Figure 1. The metal 1 layer (run 1).
Bar = 20 um.
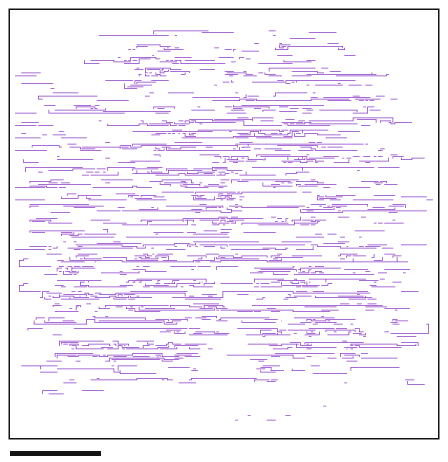
Figure 2. Metal 2 (run 1).
Bar = 20 um. Cells faint in the background.
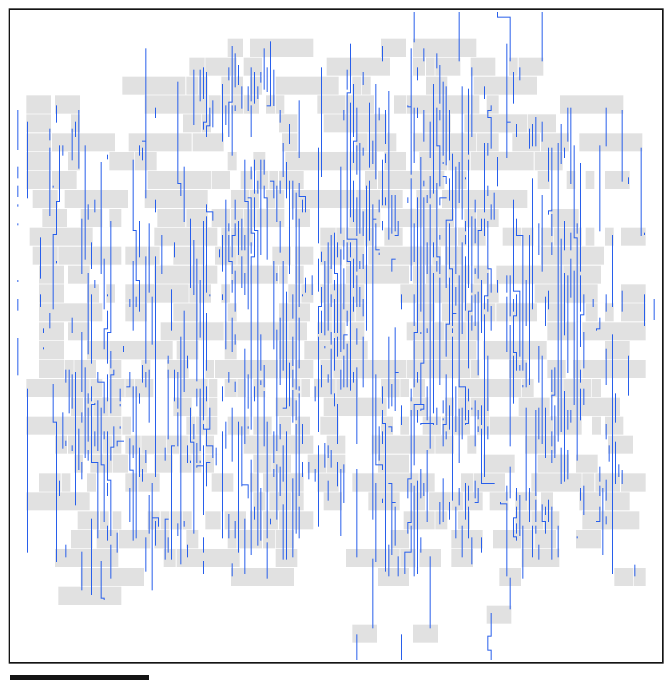
Figure 3. The metal 3 layer (run 1).
Bar = 20 um. Cells faint in the background.
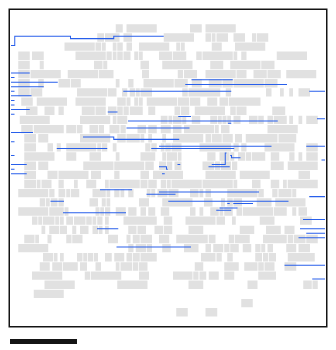
$ cat config.mk
export PLATFORM = sky130hd
export DESIGN_NAME = tt_um_mikkelkofoed0708_adder_exerciser_flat
export DESIGN_NICKNAME = d
export VERILOG_FILES = /design/src/rtl/tt_um_mikkelkofoed0708_adder_exerciser_pkg.sv /design/src/rtl/tt_um_mikkelkofoed0708_adder_exerciser_if.sv /design/src/rtl/adder_exerciser_lfsr.sv /design/src/rtl/tt_um_mikkelkofoed0708_adder_exerciser.sv /design/src/flat_wrapper.sv
export SDC_FILE = /design/constraint.sdc
export NUM_CORES = 1
export LEC_CHECK = 0
export ABC_CLOCK_PERIOD_IN_PS = 3600
export CORE_MARGIN = 2
export CORE_UTILIZATION = 45
export CTS_BUF_LIST = sky130_fd_sc_hd__clkbuf_16
export DETAILED_ROUTE_END_ITERATION = 16
export PLACE_DENSITY_LB_ADDON = 0.25
export REMOVE_ABC_BUFFERS = 1
export SLEW_MARGIN = 20
export SYNTH_ARGS = -nofsm -noshare
export SYNTH_HDL_FRONTEND = slang
export SYNTH_SLANG_ARGS = --single-unit
$ cat constraint.sdc
create_clock -name clk -period 3.6 [get_ports clk]
set_input_delay 0.72 -clock clk [delete_from_list [all_inputs] [get_ports clk]]
set_output_delay 0.72 -clock clk [all_outputs]
set_load 0.01 [all_outputs]
$ cat src/rtl/tt_um_mikkelkofoed0708_adder_exerciser_pkg.sv
// Shared definitions for the adder exerciser: FSM state encoding, LFSR taps,
// default seed and the LFSR step function.
package tt_um_mikkelkofoed0708_adder_exerciser_pkg;

    typedef enum logic [1:0] {
        StIdle = 2'd0,
        StRun  = 2'd1,
        StDone = 2'd2
    } state_e;

    // Fibonacci taps 8,6,5,4 expressed as a mask over bits [7:0].
    localparam logic [7:0] LfsrTaps    = 8'hB8;
    localparam logic [7:0] DefaultSeed = 8'hA5;

    // Shift left, feedback (XOR of tapped bits) enters at bit 0.
    function automatic logic [7:0] lfsr_step(input logic [7:0] s);
        return {s[6:0], ^(s & LfsrTaps)};
    endfunction

endpackage

$ cat src/rtl/tt_um_mikkelkofoed0708_adder_exerciser_if.sv
// Pin bundle between the exerciser and the adder tile.
//   ui_in   : returned sum (into the exerciser)
//   uio_in  : unused input
//   uo_out  : operand A / error count
//   uio_out : operand B / first-fail index
//   uio_oe  : bidirectional output enables
// master = exerciser side, slave = adder side.
interface tt_um_mikkelkofoed0708_adder_exerciser_if;
    logic [7:0] ui_in;
    logic [7:0] uio_in;
    logic [7:0] uo_out;
    logic [7:0] uio_out;
    logic [7:0] uio_oe;

    modport master (
        input  ui_in,
        input  uio_in,
        output uo_out,
        output uio_out,
        output uio_oe
    );

    modport slave (
        output ui_in,
        output uio_in,
        input  uo_out,
        input  uio_out,
        input  uio_oe
    );
endinterface

$ cat src/rtl/adder_exerciser_lfsr.sv
// 8-bit Fibonacci LFSR supplying operand B.
//   clk, rst_n : clock, asynchronous active-low reset
//   ena        : global enable; when low the register holds
//   load_i     : reload Seed
//   step_i     : advance one step
//   state_o    : current value
//   next_o     : value the register takes on the next enabled edge
module adder_exerciser_lfsr
    import tt_um_mikkelkofoed0708_adder_exerciser_pkg::*;
#(
    parameter logic [7:0] Seed = DefaultSeed
) (
    input  logic       clk,
    input  logic       rst_n,
    input  logic       ena,
    input  logic       load_i,
    input  logic       step_i,
    output logic [7:0] state_o,
    output logic [7:0] next_o
);

    logic [7:0] lfsr_q, lfsr_d;

    always_comb begin
        lfsr_d = lfsr_q;
        if (load_i) begin
            lfsr_d = Seed;
        end else if (step_i) begin
            lfsr_d = lfsr_step(lfsr_q);
        end
    end

    always_ff @(posedge clk or negedge rst_n) begin
        if (!rst_n) begin
            lfsr_q <= Seed;
        end else if (ena) begin
            lfsr_q <= lfsr_d;
        end
    end

    assign state_o = lfsr_q;
    // Only meaningful while ena is high; the top's output flops are gated the same way.
    assign next_o  = lfsr_d;

endmodule

$ cat src/rtl/tt_um_mikkelkofoed0708_adder_exerciser.sv
// Self-running stimulus generator and checker for the 8-bit pin-level adder.
// Drives A=index and B=LFSR, samples the returned sum after a settle period,
// counts mismatches and records the first failing index. Runs once after
// reset, then parks in DONE showing error count / first-fail index.
//   clk, rst_n : clock, asynchronous active-low reset
//   ena        : when low every register holds
//   pins       : pin bundle (master side)
module tt_um_mikkelkofoed0708_adder_exerciser
    import tt_um_mikkelkofoed0708_adder_exerciser_pkg::*;
#(
    parameter int unsigned SETTLE_CYCLES = 2,
    parameter int unsigned NUM_VECTORS   = 256,
    parameter logic [7:0]  LFSR_SEED     = DefaultSeed
) (
    input  logic clk,
    input  logic rst_n,
    input  logic ena,
    tt_um_mikkelkofoed0708_adder_exerciser_if.master pins
);

    localparam logic [3:0] SettleLast = 4'(SETTLE_CYCLES);
    localparam logic [7:0] LastIdx    = 8'(NUM_VECTORS - 1);

    state_e     state_q, state_d;
    logic [3:0] cnt_q, cnt_d;
    logic [7:0] idx_q, idx_d;
    logic [7:0] err_q, err_d;
    logic [7:0] ff_q, ff_d;
    logic [7:0] uo_q, uo_d;
    logic [7:0] uio_q, uio_d;
    logic [7:0] oe_q, oe_d;

    logic       lfsr_load, lfsr_step_en;
    logic [7:0] lfsr_cur, lfsr_next;
    logic [7:0] expected_sum;

    logic unused_uio_in;
    assign unused_uio_in = ^pins.uio_in;

    adder_exerciser_lfsr #(
        .Seed (LFSR_SEED)
    ) u_lfsr (
        .clk     (clk),
        .rst_n   (rst_n),
        .ena     (ena),
        .load_i  (lfsr_load),
        .step_i  (lfsr_step_en),
        .state_o (lfsr_cur),
        .next_o  (lfsr_next)
    );

    // Carry out of bit 7 is discarded.
    assign expected_sum = idx_q + lfsr_cur;

    // State register (all flops frozen while ena is low).
    always_ff @(posedge clk or negedge rst_n) begin
        if (!rst_n) begin
            state_q <= StIdle;
            cnt_q   <= '0;
            idx_q   <= '0;
            err_q   <= '0;
            ff_q    <= '0;
            uo_q    <= '0;
            uio_q   <= '0;
            oe_q    <= '0;
        end else if (ena) begin
            state_q <= state_d;
            cnt_q   <= cnt_d;
            idx_q   <= idx_d;
            err_q   <= err_d;
            ff_q    <= ff_d;
            uo_q    <= uo_d;
            uio_q   <= uio_d;
            oe_q    <= oe_d;
        end
    end

    // Next-state and datapath.
    always_comb begin
        state_d      = state_q;
        cnt_d        = cnt_q;
        idx_d        = idx_q;
        err_d        = err_q;
        ff_d         = ff_q;
        lfsr_load    = 1'b0;
        lfsr_step_en = 1'b0;
        unique case (state_q)
            StIdle: begin
                state_d   = StRun;
                idx_d     = '0;
                cnt_d     = '0;
                lfsr_load = 1'b1;
            end
            StRun: begin
                if (cnt_q == SettleLast) begin
                    if (pins.ui_in != expected_sum) begin
                        if (err_q != 8'hFF) begin
                            err_d = err_q + 8'd1;
                        end
                        if (err_q == 8'h00) begin
                            ff_d = idx_q;
                        end
                    end
                    if (idx_q == LastIdx) begin
                        state_d = StDone;
                    end else begin
                        idx_d        = idx_q + 8'd1;
                        cnt_d        = '0;
                        lfsr_step_en = 1'b1;
                    end
                end else begin
                    cnt_d = cnt_q + 4'd1;
                end
            end
            StDone: begin
                state_d = StDone;
            end
            default: begin
                state_d = StIdle;
            end
        endcase
    end

    // Output next values, derived from next state so the pins are registered.
    always_comb begin
        uo_d  = 8'h00;
        uio_d = 8'h00;
        oe_d  = 8'h00;
        unique case (state_d)
            StIdle: begin
                oe_d = 8'h00;
            end
            StRun: begin
                uo_d  = idx_d;
                uio_d = lfsr_next;
                oe_d  = 8'hFF;
            end
            StDone: begin
                uo_d  = err_d;
                uio_d = (err_d != 8'h00) ? ff_d : 8'h00;
                oe_d  = 8'hFF;
            end
            default: begin
                oe_d = 8'h00;
            end
        endcase
    end

    assign pins.uo_out  = uo_q;
    assign pins.uio_out = uio_q;
    assign pins.uio_oe  = oe_q;

endmodule

$ cat src/flat_wrapper.sv
// flat-port wrapper written by rule: the top's interface ports become plain ports
module tt_um_mikkelkofoed0708_adder_exerciser_flat import tt_um_mikkelkofoed0708_adder_exerciser_pkg::*;
#(
    parameter int unsigned SETTLE_CYCLES = 2,
    parameter int unsigned NUM_VECTORS   = 256,
    parameter logic [7:0]  LFSR_SEED     = DefaultSeed
)
  (clk, rst_n, ena, pins_ui_in, pins_uio_in, pins_uo_out, pins_uio_out, pins_uio_oe);
  tt_um_mikkelkofoed0708_adder_exerciser_if pins_i ();
  input  logic clk;
  input  logic rst_n;
  input  logic ena;
  input wire logic [$bits(pins_i.ui_in)-1:0] pins_ui_in;
  input wire logic [$bits(pins_i.uio_in)-1:0] pins_uio_in;
  output wire logic [$bits(pins_i.uo_out)-1:0] pins_uo_out;
  output wire logic [$bits(pins_i.uio_out)-1:0] pins_uio_out;
  output wire logic [$bits(pins_i.uio_oe)-1:0] pins_uio_oe;
  assign pins_i.ui_in = pins_ui_in;
  assign pins_i.uio_in = pins_uio_in;
  assign pins_uo_out = pins_i.uo_out;
  assign pins_uio_out = pins_i.uio_out;
  assign pins_uio_oe = pins_i.uio_oe;
  tt_um_mikkelkofoed0708_adder_exerciser #(.SETTLE_CYCLES(SETTLE_CYCLES), .NUM_VECTORS(NUM_VECTORS), .LFSR_SEED(LFSR_SEED)) u_core (.clk(clk), .rst_n(rst_n), .ena(ena), .pins(pins_i));
endmodule
==> out/highlights.md, run 1 <==
Status
- result of the run: completed

Die
- width of the chip: 93.8 um

Setup path
- Critical Path Source Type: flop
- WS Path Type: reg2reg
- CP arrival: 3.57 ns
- startpoint of the lowest-slack register-to-register path: u_core.u_lfsr.state_o[0]
- Register-to-Register Setup Slack: 0.19 ns
- capturing point of the worst reg2reg path: u_core.pins.uio_out[0]

Cells and area
- synth-to-layout area growth: 17.8%
- Final Non-Filler Cells: 531
- number of signal-net buffers in the layout: 56
- nonclk inv count: 9
- count of sequential standard cells: 55
- dominant kind of cell by area: logic gates
- number of antenna repair diodes: 0

Synthesis
- commonest cells in the synthesized netlist: 51 x sky130_fd_sc_hd__dfrtp_1, 42 x sky130_fd_sc_hd__nor2_1, 31 x sky130_fd_sc_hd__nand2_1
- total number of yosys warnings: 0
- Cells after Synth: 396
- Seq cells post-synth: 55

Final timing
- maximum clock skew at final layout: 0.00824 ns
- Worst Max-Slew Pin Slew: 0.729 ns
- tightest slew margin relative to the limit: 51.4%
- final sum of negative setup slack: 0 ns

Job
- warning total across the stage logs: 35

Routing
- Metal-1 WL: 4090 um
- detailed-routed wire length on met2: 4240 um
- vias after detailed routing: 3065

Power and ir drop
- areal power density over the cells: 635 nW/um^2

Min path
- capture endpoint of the worst hold path: u_core.pins.uo_out[5]
- class of the most critical hold timing path: reg2reg

Global routing
- wire length of the first global-routing pass: 14800 um
- vias in the first global route: 2943

Placed design
- IO Port Bufs: 34
- number of cells after detailed placement: 523

Clock network
- buffer count from post-CTS setup fixing: 0
- CTS sink count: 55

Notes on Figure 1 above:
wire length on this layer: 4090 um
share of all routed wire: 45%

Notes on Figure 2 above:
main direction: vertical
wire length on this layer: 4240 um

Notes on Figure 3 above:
main direction: horizontal
longest straight run: 44.2 um
wire length on this layer: 579 um
share of all routed wire: 6.4%
nets with wire on the layer: 50

-- run 1: timing repair --
item	in CTS	in global routing
hold buffers	0	0
endpoints found under the setup margin	0	8
resized	0	3
-- run 1: worst max path at each step --
| stage | from | endpoint | slack (ns) | depth (start not counted) |
|---|---|---|---|---|
| after floorplan | u_core.u_lfsr.state_o[0] | u_core.pins.uio_out[0] | 0.35 | 11 |
| after global routing | u_core.u_lfsr.state_o[0] | u_core.pins.uio_out[0] | 0.005 | 11 |
| final | u_core.u_lfsr.state_o[0] | u_core.pins.uio_out[0] | 0.19 | 12 |
| after global placement | pins_ui_in[3] | u_core.pins.uio_out[0] | 0.07 | 10 |
| after CTS | u_core.u_lfsr.state_o[1] | u_core.pins.uio_out[0] | 0.14 | 10 |
| after detailed placement | pins_ui_in[3] | u_core.pins.uio_out[0] | 0.02 | 10 |
-- run 1: kinds of logic after synthesis --
| logic type | Yosys count | share of synthesized area [%] |
|---|---|---|
| adders and majority gates | 13 | 4.68 |
| and+or+nand+nor | 121 | 15.7 |
| xor gates and xnor gates | 25 | 6.61 |
| muxes | 28 | 8.54 |
| buffers and inverters | 40 | 5.10 |
| DFF | 55 | 38.0 |
| AOI/OAI and AO/OA | 114 | 21.4 |
-- run 1: power by group --
part           switching, uW  internal, uW  leakage (uW)
registers                178           770      0.000700
clock network            230           261     0.0000664
logic                    663           613       0.00110
total                   1070          1640       0.00186
-- run 1: metrics by stage --
stage	setup WS, ns	hold WS, ns	instance area, um^2	util [%]
3_5_place_dp	0.0189	0.473	4110	52.9
5_1_grt	0.00472	0.507	4280	55.1
4_1_cts	0.136	0.495	4260	54.8
6_report	0.187	0.494	4280	55.1
2_1_floorplan	0.348	0.424	3480	-
3_3_place_gp	0.0678	0.472	4110	52.9
## Run 2: what changed since run 1
Settings changed: SYNTH_HIERARCHICAL set to 1.
Figure 4. Routing congestion map (run 2).
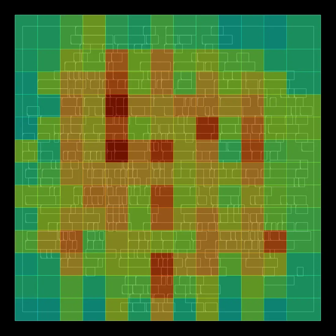
gr usage total: 20.1%
utilization after layout: 54.0%

==> run 2 against run 1 <==
  * Largest cell class unchanged
  * Count of clock-buffer cells in the layout stayed put
  * Flip-flop count stayed put
  * Combinational power is about 10% lower
  * Via count is 6.1% lower
  * Critical path depth is 2 lower
  * Synthesized cell count is 4.0% lower
  * Die size is 1.4% lower
  * Critical endpoint is now u_core/pins.uio_out[6]
==> out/highlights.md, run 2 <==
Synthesis
- post-synthesis share of cell area spent on and-or and or-and gates: 18.0%, was 21.4%
- count of distinct cell types in the synthesized netlist: 57, was 62
- top flip-flop cell by instance count after synthesis: sky130_fd_sc_hd__dfrtp_1, unchanged
- Seq cells post-synth: 55, unchanged
- Cells after Synth: 380, was 396
- simple-gate portion of the synthesized area: 17.0%, was 15.7%
- prevailing logic family in the synthesized netlist: AND-OR/OR-AND gates, unchanged
- commonest cells in the synthesized netlist: 51 x sky130_fd_sc_hd__dfrtp_1, 33 x sky130_fd_sc_hd__nand2_1, 26 x sky130_fd_sc_hd__nor2_1, was 51 x sky130_fd_sc_hd__dfrtp_1, 42 x sky130_fd_sc_hd__nor2_1, 31 x sky130_fd_sc_hd__nand2_1
- total number of yosys warnings: 6, was 0
- share of cell area taken by muxes after synthesis: 8.49%, was 8.54%
- cell types occupying the most area after synthesis: sky130_fd_sc_hd__dfrtp_1 36%, sky130_fd_sc_hd__mux2_2 4.7%, sky130_fd_sc_hd__xnor2_1 4.4%, was sky130_fd_sc_hd__dfrtp_1 35%, sky130_fd_sc_hd__mux2_2 4.3%, sky130_fd_sc_hd__nor2_1 4.3%
- area fraction in xor and xnor cells: 8.00%, was 6.61%
- share of synthesized cell area in full adder, half adder and majority cells: 4.75%, was 4.68%

Setup path
- CP arrival: 3.61 ns, was 3.57 ns
- capturing point of the worst reg2reg path: u_core/pins.uio_out[6], was u_core.pins.uio_out[0]
- Critical Path Source Type: flop, unchanged
- buffers and inverters on the worst path: 0, was 1
- type of destination of the critical path: flop, unchanged
- startpoint of the lowest-slack register-to-register path: u_core/idx_q[0], was u_core.u_lfsr.state_o[0]
- Critical Path Slowest Stage Cell: sky130_fd_sc_hd__a211oi_2, was sky130_fd_sc_hd__dfstp_2
- chain of cells forming the critical path: ha_1, fa_1, a211oi_2, o21bai_1, a211o_1, a211oi_2, a21oi_1, nand2_1, mux2i_1, o31ai_1, was ha_1, fa_1, nand3_1, a21boi_2, nor4_2, a311oi_4, o21ai_2, or4_1, buf_4, mux2_4, a22oi_1, a21oi_1
- Register-to-Register Setup Slack: 0.15 ns, was 0.19 ns
- WS Path Type: reg2reg, unchanged

Routing
- Metal-1 WL: 3910 um, was 4090 um
- vias after detailed routing: 2878, was 3065
- average via count per standard cell: 5.63, was 5.77
- detailed router's first-iteration violation count: 161, was 185
- detailed route wirelength on metal3: 349 um, was 578 um
- first-pass iteration count of the detailed router: 6, was 4
- detailed-routed wire length on met2: 3940 um, was 4240 um

Final timing
- setup repair after global routing missed its margin: no, unchanged
- post-route fraction of the period consumed by the critical path: 95.8%, was 94.8%
- final sum of negative setup slack: 0 ns, unchanged
- smallest hold slack: 0.450 ns, was 0.494 ns
- Worst Max-Slew Pin Slew: 0.832 ns, was 0.729 ns
- Fin. Hold Viols: 0, unchanged
- top achievable clock speed: 290 MHz, was 293 MHz
- tightest slew margin relative to the limit: 43.8%, was 51.4%
- maximum clock skew at final layout: 0.00778 ns, was 0.00824 ns

Min path
- class of the most critical hold timing path: in2async, was reg2reg

Global routing
- wire length of the first global-routing pass: 14100 um, was 14800 um
- met2 Track Usage GR: 33.5%, was 34.2%
- initial antenna violation count: 0, unchanged
- vias in the first global route: 2782, was 2943
- total global routing overflow: 0, unchanged
- maximum number of pins on one net before global-route repair: 47, was 56

Power and ir drop
- total internal power: 1560 uW, was 1640 uW
- switching share of total power: 38.9%, was 39.5%
- top power group: combinational logic, unchanged
- areal power density over the cells: 611 nW/um^2, was 635 nW/um^2
- Comb power: 1130 uW, was 1280 uW
- seq pwr: 939 uW, was 948 uW
- switching power of the nets: 992 uW, was 1070 uW
- proportion of power drawn by flip-flops and latches: 36.8%, was 34.9%
- IR drop worst, VDD: 0.284 mV, was 0.333 mV
- share of power burned in combinational logic: 44.2%, was 47.0%
- P_leak: 0.00181 uW, was 0.00186 uW
- clock power share: 19.0%, was 18.1%
- Clk. pwr: 485 uW, was 491 uW

Placed design
- IO Port Bufs: 34, unchanged
- number of cells after detailed placement: 503, was 523

Cells and area
- synth-to-layout area growth: 16.6%, was 17.8%
- commonest non-fill, non-tap cells in the layout: 51 x sky130_fd_sc_hd__dfrtp_1, 33 x sky130_fd_sc_hd__clkdlybuf4s50_1, 33 x sky130_fd_sc_hd__nand2_1, was 51 x sky130_fd_sc_hd__dfrtp_1, 42 x sky130_fd_sc_hd__nor2_1, 33 x sky130_fd_sc_hd__clkdlybuf4s50_1
- number of antenna repair diodes: 0, unchanged
- filler cell count in the final layout: 720, was 703
- area taken by flip-flops and latches: 1380 um^2, unchanged
- Final Non-Filler Cells: 511, was 531

Clock network
- buffer count from post-CTS setup fixing: 0, unchanged
- hold buffer count at CTS: 0, unchanged
- CTS sink count: 55, unchanged
- number of cells upsized or downsized after cts: 0, unchanged

Job
- Maximum Capacitance Violations: 0, unchanged
- warning total across the stage logs: 35, unchanged

Status
- result of the run: completed, unchanged

Die
- width of the chip: 93.2 um, was 93.8 um
- Die Size: 8680 um^2, was 8810 um^2
- height of the chip: 93.2 um, was 93.8 um
- share of the core filled by cells before placement: 46.3%, was 46.8%

run 2: netlist changes by cell type after synthesis, moves of 5 or more:
cell,change
sky130_fd_sc_hd__nor2_1,-16
sky130_fd_sc_hd__nor2b_1,+11
sky130_fd_sc_hd__a22oi_1,-10
sky130_fd_sc_hd__clkbuf_1,-7
sky130_fd_sc_hd__inv_1,+7
sky130_fd_sc_hd__o31ai_1,+7
sky130_fd_sc_hd__xnor2_1,+7
sky130_fd_sc_hd__mux2_1,-6
sky130_fd_sc_hd__o21ai_1,-6
sky130_fd_sc_hd__o2bb2ai_1,-6
sky130_fd_sc_hd__mux2i_1,+5
run 2: worst max-delay path by stage:
stage	startpoint	end	slack (ns)	cells after the start
finish	u_core/idx_q[0]	u_core/pins.uio_out[6]	0.15	10
global route	u_core/idx_q[0]	u_core/pins.uio_out[7]	0.002	11
CTS	u_core/idx_q[0]	u_core/pins.uio_out[5]	0.15	11
detailed placement	pins_ui_in[7]	u_core/pins.uio_out[5]	0.11	10
global placement	pins_ui_in[7]	u_core/pins.uio_out[2]	0.14	10
floorplan	u_core/idx_q[0]	u_core/pins.uio_out[0]	0.32	10
run 2: layout make-up:
type / count / area share (%)
Multi-Input combinational cell: 285 / 48.8
Sequential cell: 55 / 33.1
Timing Repair Buffer: 46 / 10.2
Tap cell: 102 / 3.06
Clock buffer: 5 / 3.00
Inverter: 15 / 1.35
Clock inverter: 3 / 0.480
run 2: metrics by stage:
step | util, % | cell area [um^2] | setup slack, ns
final | 54.0 | 4170 | 0.153
after global routing | 54.0 | 4170 | 0.00171
after CTS | 53.7 | 4150 | 0.150
after detailed placement | 51.8 | 4010 | 0.108
after global placement | 51.8 | 4000 | 0.137
after floorplan | - | 3450 | 0.321
## Run 3: what changed since run 2
Settings changed: CORE_UTILIZATION 45 to 56, SLEW_MARGIN 20 to 10.
Figure 5. Routing congestion map (run 3).
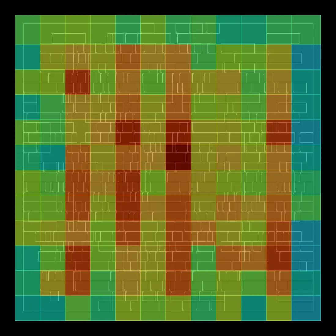
met2 Track Usage GR: 37.4%
average routed wire per standard cell: 16.2 um
GRT met3 Usage: 3.26%

==> run 3 against run 2 <==
  * Sequential power is 0.6% higher
  * Via count down 0.14%
  * Routed wire length is 4.7% lower
  * Area after synthesis unchanged
  * Worst setup slack better by 0.032 ns
  * Critical endpoint unchanged
  * Largest cell class unchanged
  * Largest power group unchanged
==> out/highlights.md, run 3 <==
Power and ir drop
- total power consumption of the routed design: 2560 uW, was 2550 uW
- seq pwr: 945 uW, was 939 uW
- IR drop worst, VDD: 0.363 mV, was 0.284 mV
- Comb power: 1120 uW, was 1130 uW
- Clk. pwr: 489 uW, was 485 uW
- total internal power: 1570 uW, was 1560 uW
- P_leak: 0.00180 uW, was 0.00181 uW
- switching share of total power: 38.7%, was 38.9%
- switching power of the nets: 989 uW, was 992 uW
- top power group: combinational logic, unchanged
- areal power density over the cells: 620 nW/um^2, was 611 nW/um^2
- clock power share: 19.1%, was 19.0%
- proportion of power drawn by flip-flops and latches: 36.9%, was 36.8%
- share of power burned in combinational logic: 44.0%, was 44.2%

Cells and area
- filler cell count in the final layout: 498, was 720
- Nets: 441, was 440
- number of antenna repair diodes: 0, unchanged
- synth-to-layout area growth: 15.3%, was 16.6%
- commonest non-fill, non-tap cells in the layout: 51 x sky130_fd_sc_hd__dfrtp_1, 33 x sky130_fd_sc_hd__clkdlybuf4s50_1, 33 x sky130_fd_sc_hd__nand2_1, unchanged

Clock network
- buffer count from post-CTS setup fixing: 0, unchanged
- CTS sink count: 55, unchanged
- hold buffer count at CTS: 0, unchanged
- number of buffers created by CTS: 5, unchanged
- clock tree from TritonCTS: built, unchanged
- number of cells upsized or downsized after cts: 0, unchanged

Synthesis
- Seq cells post-synth: 55, unchanged
- post-synthesis share of cell area spent on and-or and or-and gates: 18.0%, unchanged
- Cells after Synth: 380, unchanged
- cell count in the Yosys report: 380, unchanged
- top flip-flop cell by instance count after synthesis: sky130_fd_sc_hd__dfrtp_1, unchanged
- cell with the most instances after synthesis: sky130_fd_sc_hd__dfrtp_1, unchanged
- cell types occupying the most area after synthesis: sky130_fd_sc_hd__dfrtp_1 36%, sky130_fd_sc_hd__mux2_2 4.7%, sky130_fd_sc_hd__xnor2_1 4.4%, unchanged
- total number of yosys warnings: 6, unchanged
- prevailing logic family in the synthesized netlist: AND-OR/OR-AND gates, unchanged
- area fraction in xor and xnor cells: 8.00%, unchanged
- simple-gate portion of the synthesized area: 17.0%, unchanged
- share of cell area taken by muxes after synthesis: 8.49%, unchanged
- count of distinct cell types in the synthesized netlist: 57, unchanged
- share of synthesized cell area in full adder, half adder and majority cells: 4.75%, unchanged
- commonest cells in the synthesized netlist: 51 x sky130_fd_sc_hd__dfrtp_1, 33 x sky130_fd_sc_hd__nand2_1, 26 x sky130_fd_sc_hd__nor2_1, unchanged
- area reported by Yosys stat: 3580 um^2, unchanged

Global routing
- total global routing overflow: 0, unchanged
- wire length of the first global-routing pass: 13400 um, was 14100 um
- gr usage total: 23.6%, was 20.1%
- initial antenna violation count: 0, unchanged
- vias in the first global route: 2802, was 2782
- maximum number of pins on one net before global-route repair: 32, was 47

Job
- warning total across the stage logs: 35, unchanged
- Maximum Capacitance Violations: 0, unchanged

Setup path
- chain of cells forming the critical path: ha_1, fa_1, xor2_2, or3_4, nor4_4, buf_4, a21oi_2, a2bb2oi_1, nor4_4, buf_4, o31ai_1, was ha_1, fa_1, a211oi_2, o21bai_1, a211o_1, a211oi_2, a21oi_1, nand2_1, mux2i_1, o31ai_1
- CP arrival: 3.61 ns, about the same
- Critical Path Source Type: flop, unchanged
- worst setup path startpoint: u_core/u_lfsr/state_o[0], was u_core/idx_q[0]
- Max Fanout on Critical Path: 10, was 8
- Register-to-Register Setup Slack: 0.18 ns, was 0.15 ns
- startpoint of the lowest-slack register-to-register path: u_core/u_lfsr/state_o[0], was u_core/idx_q[0]
- buffers and inverters on the worst path: 2, was 0
- destination of the critical timing path: u_core/pins.uio_out[6], unchanged
- R2R depth: 11, was 10
- Critical Path Slowest Stage Cell: sky130_fd_sc_hd__dfstp_2, was sky130_fd_sc_hd__a211oi_2
- cell depth of the worst setup path: 11, was 10
- WS Path Type: reg2reg, unchanged
- capturing point of the worst reg2reg path: u_core/pins.uio_out[6], unchanged
- type of destination of the critical path: flop, unchanged
- Largest stage delay, worst path: 0.59 ns, was 0.53 ns

Placed design
- IO Port Bufs: 34, unchanged
- gp weighted congestion: 0.912, was 0.905
- half-perimeter wire length of the detailed placement result: 5810 um, was 5840 um

Final timing
- top achievable clock speed: 293 MHz, was 290 MHz
- setup repair after global routing missed its margin: no, unchanged
- post-route fraction of the period consumed by the critical path: 94.9%, was 95.8%
- maximum clock skew at final layout: 0.00799 ns, was 0.00778 ns
- Fin. Hold Viols: 0, unchanged
- final sum of negative setup slack: 0 ns, unchanged
- Worst Max-Slew Pin Slew: 1.21 ns, was 0.832 ns
- tightest slew margin relative to the limit: 19.1%, was 43.8%

Routing
- first-pass iteration count of the detailed router: 4, was 6
- vias after detailed routing: 2874, was 2878
- antenna violation net count after detailed routing: 0, unchanged
- average via count per standard cell: 5.90, was 5.63
- detailed router's first-iteration violation count: 213, was 161

Die
- Die Size: 7050 um^2, was 8680 um^2
- number of rows created at floorplan: 29, was 32
- height of the chip: 84.0 um, was 93.2 um
- width of the chip: 84.0 um, was 93.2 um
- share of the core filled by cells before placement: 57.0%, was 46.3%

Min path
- class of the most critical hold timing path: in2async, unchanged

Status
- result of the run: completed, unchanged

[run 3: area by class of cell]
class                           instances  area [um^2]  area share [%]
Sequential cell                        55         1380            33.5
Timing Repair Buffer                   47          433            10.5
Tap cell                               77         96.3            2.33
Clock inverter                          3         23.8           0.576
Clock buffer                            5          125            3.03
Multi-Input combinational cell        285         2010            48.7
Inverter                               15         56.3            1.36
[run 3: through the flow]
step	cell area, um^2	std cells	util, %	setup slack (ns)	hold WS, ns
2_1_floorplan	3450	355	-	0.321	0.424
3_3_place_gp	3980	479	63.4	0.177	0.484
3_5_place_dp	3980	479	63.4	0.118	0.491
4_1_cts	4130	487	65.8	0.192	0.481
5_1_grt	4130	487	65.8	0.00985	0.501
6_report	4130	487	65.8	0.185	0.453
[run 3: worst min-delay path by stage]
stage	slack, ns	startpoint	to
finish	0.45	rst_n	u_core/u_lfsr/state_o[4]
global route	0.50	rst_n	u_core/u_lfsr/state_o[4]
CTS	0.48	rst_n	u_core/pins.uio_out[0]
detailed placement	0.49	u_core/pins.uo_out[3]	u_core/pins.uo_out[3]
global placement	0.48	u_core/pins.uo_out[2]	u_core/pins.uo_out[2]
floorplan	0.42	rst_n	u_core/cnt_q[0]
[run 3: metal layers]
layer  global-route usage, %  share of wire (%)  vias to the layer above
met5                       0                  0                        -
met4                    6.60                1.4                        0
met3                    3.26                5.5                       10
met2                    37.4                 47                       74
met1                    34.1                 46                     1373
li1                        -                  -                     1417
[run 3: cell families (layout without fill, tap and decap cells)]
group | count (synthesis) | in the layout
flops | 55 | 55
xor+xnor | 31 | 31
fa+ha+maj | 13 | 13
mux | 28 | 28
simple gates | 117 | 117
buf+inv | 40 | 70
compound gates | 96 | 96

==> gallery <==
Cell density map.
picture 1
The die is cut into 9 by 9 equal tiles; white is low, dark blue is high, 0 to 100% covered.
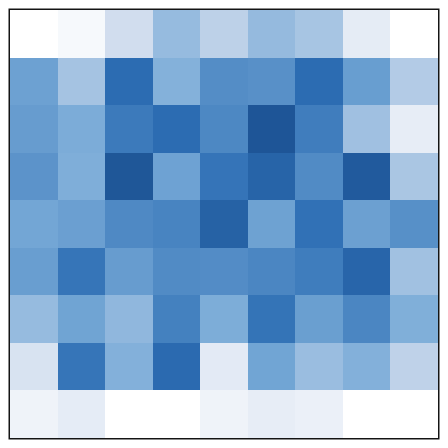
picture 2
The die is cut into 9 by 9 equal tiles; white is low, dark blue is high, 0 to 100% covered.
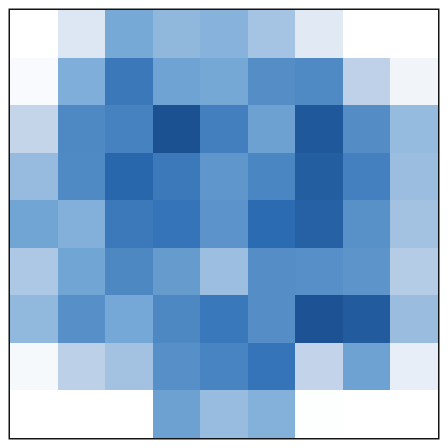
picture 3
The die is cut into 8 by 8 equal tiles; white is low, dark blue is high, 0 to 100% covered.
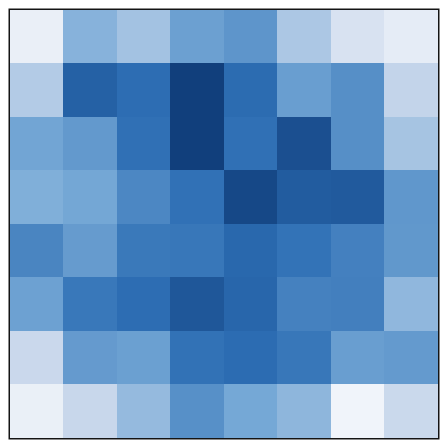
run 1: picture 1
run 3: picture 3
run 2: picture 2
The one with the highest utilization is picture 3.

Key to picture 3:
fullest tile: 94%
mean over tiles: 57%
tiles over 75% full: 22%
densest ninth of the die: center

Power figures rest on the tool's default switching activity, not on a simulated workload.
